Fig. 1: layout detail
Window x 16 to 56, y 55 to 95 um. Cells in gray, sequential cells in the stronger gray; small squares are vias.
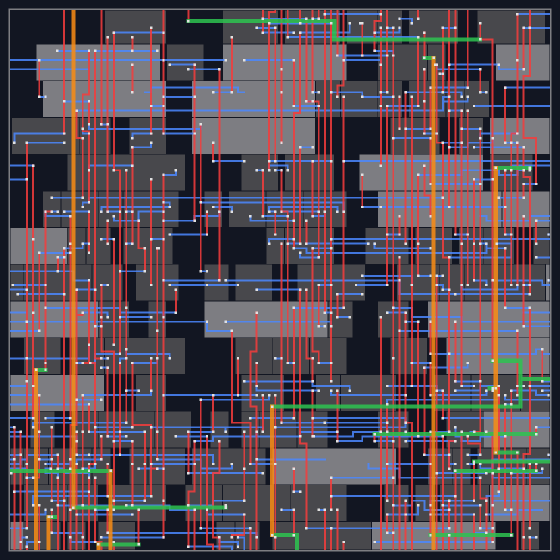
Fig. 2: register map, names as in the netlist
Drawn at 4 px/um. Other sequential cells in the stronger gray, the rest of the logic in the fainter gray.
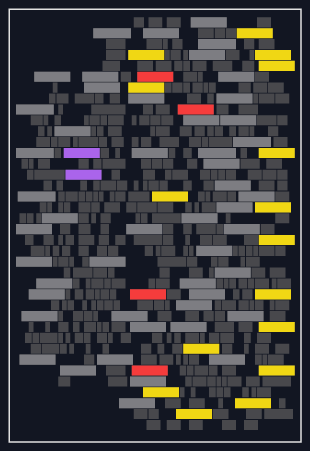
Fig. 3: M2 wires
Drawn at 2 px/um. Cells faint in the background.
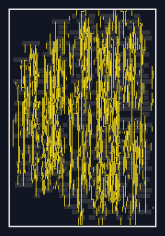
Fig. 4: congestion heat map
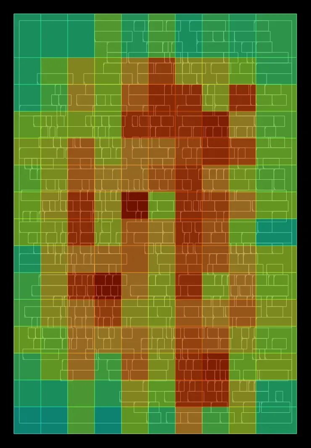
$ cat config.mk
export PLATFORM = sky130hd
export DESIGN_NAME = display_scanner
export DESIGN_NICKNAME = d
export VERILOG_FILES = /design/src/rtl/display_pkg.sv /design/src/rtl/slot_timer.sv /design/src/rtl/display_scanner.sv
export SDC_FILE = /design/constraint.sdc
export NUM_CORES = 1
export LEC_CHECK = 0
export ABC_CLOCK_PERIOD_IN_PS = 2400
export CAP_MARGIN = 20
export CORE_ASPECT_RATIO = 1.5
export CORE_UTILIZATION = 50
export CTS_CLUSTER_SIZE = 40
export DETAILED_ROUTE_END_ITERATION = 7
export PLACE_DENSITY = 0.73
export SYNTH_ARGS = -nofsm -noshare
export SYNTH_HDL_FRONTEND = slang
export SYNTH_SLANG_ARGS = --single-unit
$ cat constraint.sdc
create_clock -name clk -period 2.4 [get_ports clk]
set_input_delay 0.48 -clock clk [delete_from_list [all_inputs] [get_ports clk]]
set_output_delay 0.48 -clock clk [all_outputs]
set_load 0.1 [all_outputs]
$ cat src/rtl/display_pkg.sv
// display_pkg: shared state encoding, default sizing and leading-zero mask for the display scanner.
package display_pkg;
  localparam int DIGITS_DEF = 4;
  localparam int PRESCALE_DEF = 50000;
  localparam int BLANK_DEF = 16;
  localparam int MAX_DIGITS = 16;
  typedef enum logic [1:0] {S_IDLE, S_BLANK, S_SHOW} state_e;
  // Bit k set when nibbles k..top are all zero; digit 0 is never suppressed.
  function automatic logic [MAX_DIGITS-1:0] lz_mask(input logic [4*MAX_DIGITS-1:0] value);
    logic zero_above;
    zero_above = 1'b1;
    lz_mask = '0;
    for (int k = MAX_DIGITS - 1; k > 0; k--) begin
      zero_above = zero_above & (value[4*k +: 4] == 4'h0);
      lz_mask[k] = zero_above;
    end
  endfunction
endpackage

$ cat src/rtl/slot_timer.sv
// slot_timer: per-slot cycle counter with blank-end and slot-end strobes.
// Ports: clk, rst_n (async, active-low), clr_i (sync clear), run_i (count enable),
//        cnt_o (cycle within slot), blank_done_o (last blank cycle), slot_done_o (last slot cycle).
module slot_timer #(
  parameter int PRESCALE = 8,
  parameter int BLANK = 2
) (
  input  logic                        clk,
  input  logic                        rst_n,
  input  logic                        clr_i,
  input  logic                        run_i,
  output logic [$clog2(PRESCALE)-1:0] cnt_o,
  output logic                        blank_done_o,
  output logic                        slot_done_o
);
  localparam int CW = $clog2(PRESCALE);
  logic [CW-1:0] cnt_q, cnt_d;
  assign cnt_o = cnt_q;
  assign slot_done_o = cnt_q == CW'(PRESCALE - 1);
  assign blank_done_o = (BLANK != 0) && (cnt_q == CW'(BLANK - 1));
  always_comb cnt_d = clr_i ? '0 : !run_i ? cnt_q : slot_done_o ? '0 : cnt_q + 1'b1;
  always_ff @(posedge clk or negedge rst_n)
    if (!rst_n) cnt_q <= '0;
    else cnt_q <= cnt_d;
endmodule

$ cat src/rtl/display_scanner.sv
// display_scanner: multiplexed seven-segment scan controller with blanking, leading-zero suppression and frame-synchronous loads.
// Ports: clk, rst_n (async, active-low), enable_i, load_i/value_i/dp_i (value strobe), lz_blank_i,
//        nibble_o/dp_o (current digit to decoder), digit_en_o (active-low anodes), frame_o (last cycle of frame).
module display_scanner import display_pkg::*; #(
  parameter int DIGITS = DIGITS_DEF,
  parameter int PRESCALE = PRESCALE_DEF,
  parameter int BLANK = BLANK_DEF
) (
  input  logic                  clk,
  input  logic                  rst_n,
  input  logic                  enable_i,
  input  logic                  load_i,
  input  logic [4*DIGITS-1:0]   value_i,
  input  logic [DIGITS-1:0]     dp_i,
  input  logic                  lz_blank_i,
  output logic [3:0]            nibble_o,
  output logic                  dp_o,
  output logic [DIGITS-1:0]     digit_en_o,
  output logic                  frame_o
);
  localparam int IW = $clog2(DIGITS);
  localparam int CW = $clog2(PRESCALE);
  localparam logic [IW-1:0] LAST_DIGIT = IW'(DIGITS - 1);
  localparam state_e SLOT_START = BLANK == 0 ? S_SHOW : S_BLANK;
  state_e state_q, state_d;
  logic [IW-1:0] idx_q, idx_d;
  logic [4*DIGITS-1:0] act_val_q, act_val_d, pend_val_q, pend_val_d;
  logic [DIGITS-1:0] act_dp_q, act_dp_d, pend_dp_q, pend_dp_d, digit_en_q, digit_en_d;
  logic pend_vld_q, pend_vld_d, dp_q, dp_d, frame_q, frame_d;
  logic [3:0] nibble_q, nibble_d;
  logic [CW-1:0] slot_cnt;
  logic blank_done, slot_done, wrap;
  logic [4*MAX_DIGITS-1:0] wide;
  logic [MAX_DIGITS-1:0] sup;
  slot_timer #(.PRESCALE(PRESCALE), .BLANK(BLANK)) u_timer (
    .clk          (clk),
    .rst_n        (rst_n),
    .clr_i        (!enable_i),
    .run_i        (state_q != S_IDLE),
    .cnt_o        (slot_cnt),
    .blank_done_o (blank_done),
    .slot_done_o  (slot_done)
  );
  always_comb begin
    state_d = state_q;
    idx_d = idx_q;
    act_val_d = act_val_q;
    act_dp_d = act_dp_q;
    pend_val_d = pend_val_q;
    pend_dp_d = pend_dp_q;
    pend_vld_d = pend_vld_q;
    wrap = enable_i && state_q == S_SHOW && slot_done && idx_q == LAST_DIGIT;
    if (!enable_i) begin
      state_d = S_IDLE;
      idx_d = '0;
    end else if (state_q == S_IDLE) state_d = SLOT_START;
    else if (state_q == S_BLANK && blank_done) state_d = S_SHOW;
    else if (state_q == S_SHOW && slot_done) begin
      state_d = SLOT_START;
      idx_d = wrap ? '0 : idx_q + 1'b1;
    end
    if (pend_vld_q && (wrap || state_q == S_IDLE)) begin
      act_val_d = pend_val_q;
      act_dp_d = pend_dp_q;
      pend_vld_d = 1'b0;
    end
    // A load landing on the frame wrap bypasses pending so the new frame shows it at once.
    if (load_i && wrap) begin
      act_val_d = value_i;
      act_dp_d = dp_i;
      pend_vld_d = 1'b0;
    end else if (load_i) begin
      pend_val_d = value_i;
      pend_dp_d = dp_i;
      pend_vld_d = 1'b1;
    end
    wide = '0;
    wide[4*DIGITS-1:0] = act_val_d;
    sup = lz_mask(wide);
    nibble_d = act_val_d[4*idx_d +: 4];
    dp_d = act_dp_d[idx_d];
    digit_en_d = '1;
    if (state_d == S_SHOW && !(lz_blank_i && sup[idx_d])) digit_en_d[idx_d] = 1'b0;
    // Counter at PRESCALE-2 means the next cycle is the slot's final SHOW cycle.
    frame_d = enable_i && state_q != S_IDLE && idx_q == LAST_DIGIT && slot_cnt == CW'(PRESCALE - 2);
  end
  always_ff @(posedge clk or negedge rst_n)
    if (!rst_n) begin
      state_q <= S_IDLE;
      idx_q <= '0;
      act_val_q <= '0;
      act_dp_q <= '0;
      pend_val_q <= '0;
      pend_dp_q <= '0;
      pend_vld_q <= 1'b0;
      nibble_q <= '0;
      dp_q <= 1'b0;
      digit_en_q <= '1;
      frame_q <= 1'b0;
    end else begin
      state_q <= state_d;
      idx_q <= idx_d;
      act_val_q <= act_val_d;
      act_dp_q <= act_dp_d;
      pend_val_q <= pend_val_d;
      pend_dp_q <= pend_dp_d;
      pend_vld_q <= pend_vld_d;
      nibble_q <= nibble_d;
      dp_q <= dp_d;
      digit_en_q <= digit_en_d;
      frame_q <= frame_d;
    end
  assign nibble_o = nibble_q;
  assign dp_o = dp_q;
  assign digit_en_o = digit_en_q;
  assign frame_o = frame_q;
endmodule

==> GITHUB_STEP_SUMMARY <==
### Yosys + OpenROAD results

| Metric | Value |
|---|---|
| Syn-to-layout area delta | 27.0% |
| Syn_area_per_cell | 10.1 sq um |
| Width of the chip | a little over 70 um |
| Outcome | finished, final reports clean |
| Yosys Warn Count | 0 |
| Num tapcells | 100 |
| Mux cell area share | 15.3% |
| Layout cells sized above 1 | 27.5% |
| Clock buffer cells | 13 |
| N_diodes | 0 |
| PostCTS Resize Cnt | 0 |
| Max Cap Viol | 0 |
| Final period util | 95.4% |
| Clk buf depth | 2 |
| Inverters | 5 |
| Pin count of the biggest net entering global routing | a little under 60 |
| Count of tool warnings | 27 |
| Overall power | 2930 uW |
| Maximum vdd drop | 0.318 mV |
| CP Max Fanout | 6 |
| First-pass GRT wire length | about 15000 um |
| Slew at the pin closest to its max-slew limit | approximately 0.48 ns |
| Simple share | 18.6% |
| Xor/xnor share | 0.939% |
| Power Clock | 928 uW |
| Bufs and invs on worst path | 1 |
| Input/output buffers | 34 |
| Post-DRT Antenna Nets | 0 |
| Core area | 7230 sq um |
| Fp util | 51.6% |
| Final-stage net count | about 470 |
| FF-to-FF setup slack | 0.11 ns |
| CTS Buf Count | 9 |
About Fig. 1:
[orange] metal 4
[blue] metal 1
[green] metal 3
[red] metal 2
most frequent: buf_4 (21), dfrtp_1 (14), nand2_1 (10)
netlist names of flops here include: act_val_q (4), act_dp_q (2), idx_q (2)
cells with their middle in the window: 124
sequential cells in the window: 15

About Fig. 2:
[red] act_dp_q | sequential cells: 4
[purple] state_q | sequential cells: 2
[yellow] pend_val_q | sequential cells: 16
Seq area share: 37.7%
P_seq: 1390 uW
Util after Layout: 65.6%
Storage cell area: 1790 sq um

About Fig. 3:
share of all routed wire: 54%
nets with wire on the layer: 412
longest straight run: 59.0 um
main direction: vertical
wire length on this layer: 4990 um
total number of vias: 3132
final WL: 9220 um
met2 GRT Util: 47.5%

About Fig. 4:
total track usage: 25.5%
DR WL/cell: 16.7 um
met3 Usage GRT: 5.81%
busiest grt layer: met2
GRT met1 Usage: 26.5%

## cell usage after synthesis (all sizes together), types with 4 or more instances
library cell | number | area share (%)
inv | 4 | 0.40
o41ai | 4 | 1.1
nand2 | 40 | 4.0
or4 | 4 | 0.80
a21oi | 27 | 3.8
dfstp | 4 | 2.8
nand2b | 4 | 0.67
nand3 | 12 | 1.6
nor4 | 6 | 1.4
nor3 | 5 | 0.80
dfrtp | 67 | 45
mux2 | 20 | 6.0
o21ai | 32 | 4.4
buf | 8 | 1.5
and4 | 4 | 1.0
nor2 | 35 | 3.7
clkbuf | 10 | 1.0
mux2i | 34 | 9.2
xor2 | 4 | 0.94
a31oi | 4 | 0.67
and3 | 5 | 0.84
## metal layers
metal	part of all wire [%]	up-vias
met5	0	-
met3	3.4	24
met4	3.3	0
li1	-	1505
met1	39	1530
met2	54	73
No activity file was given, so power comes from the tool's default toggle rates.
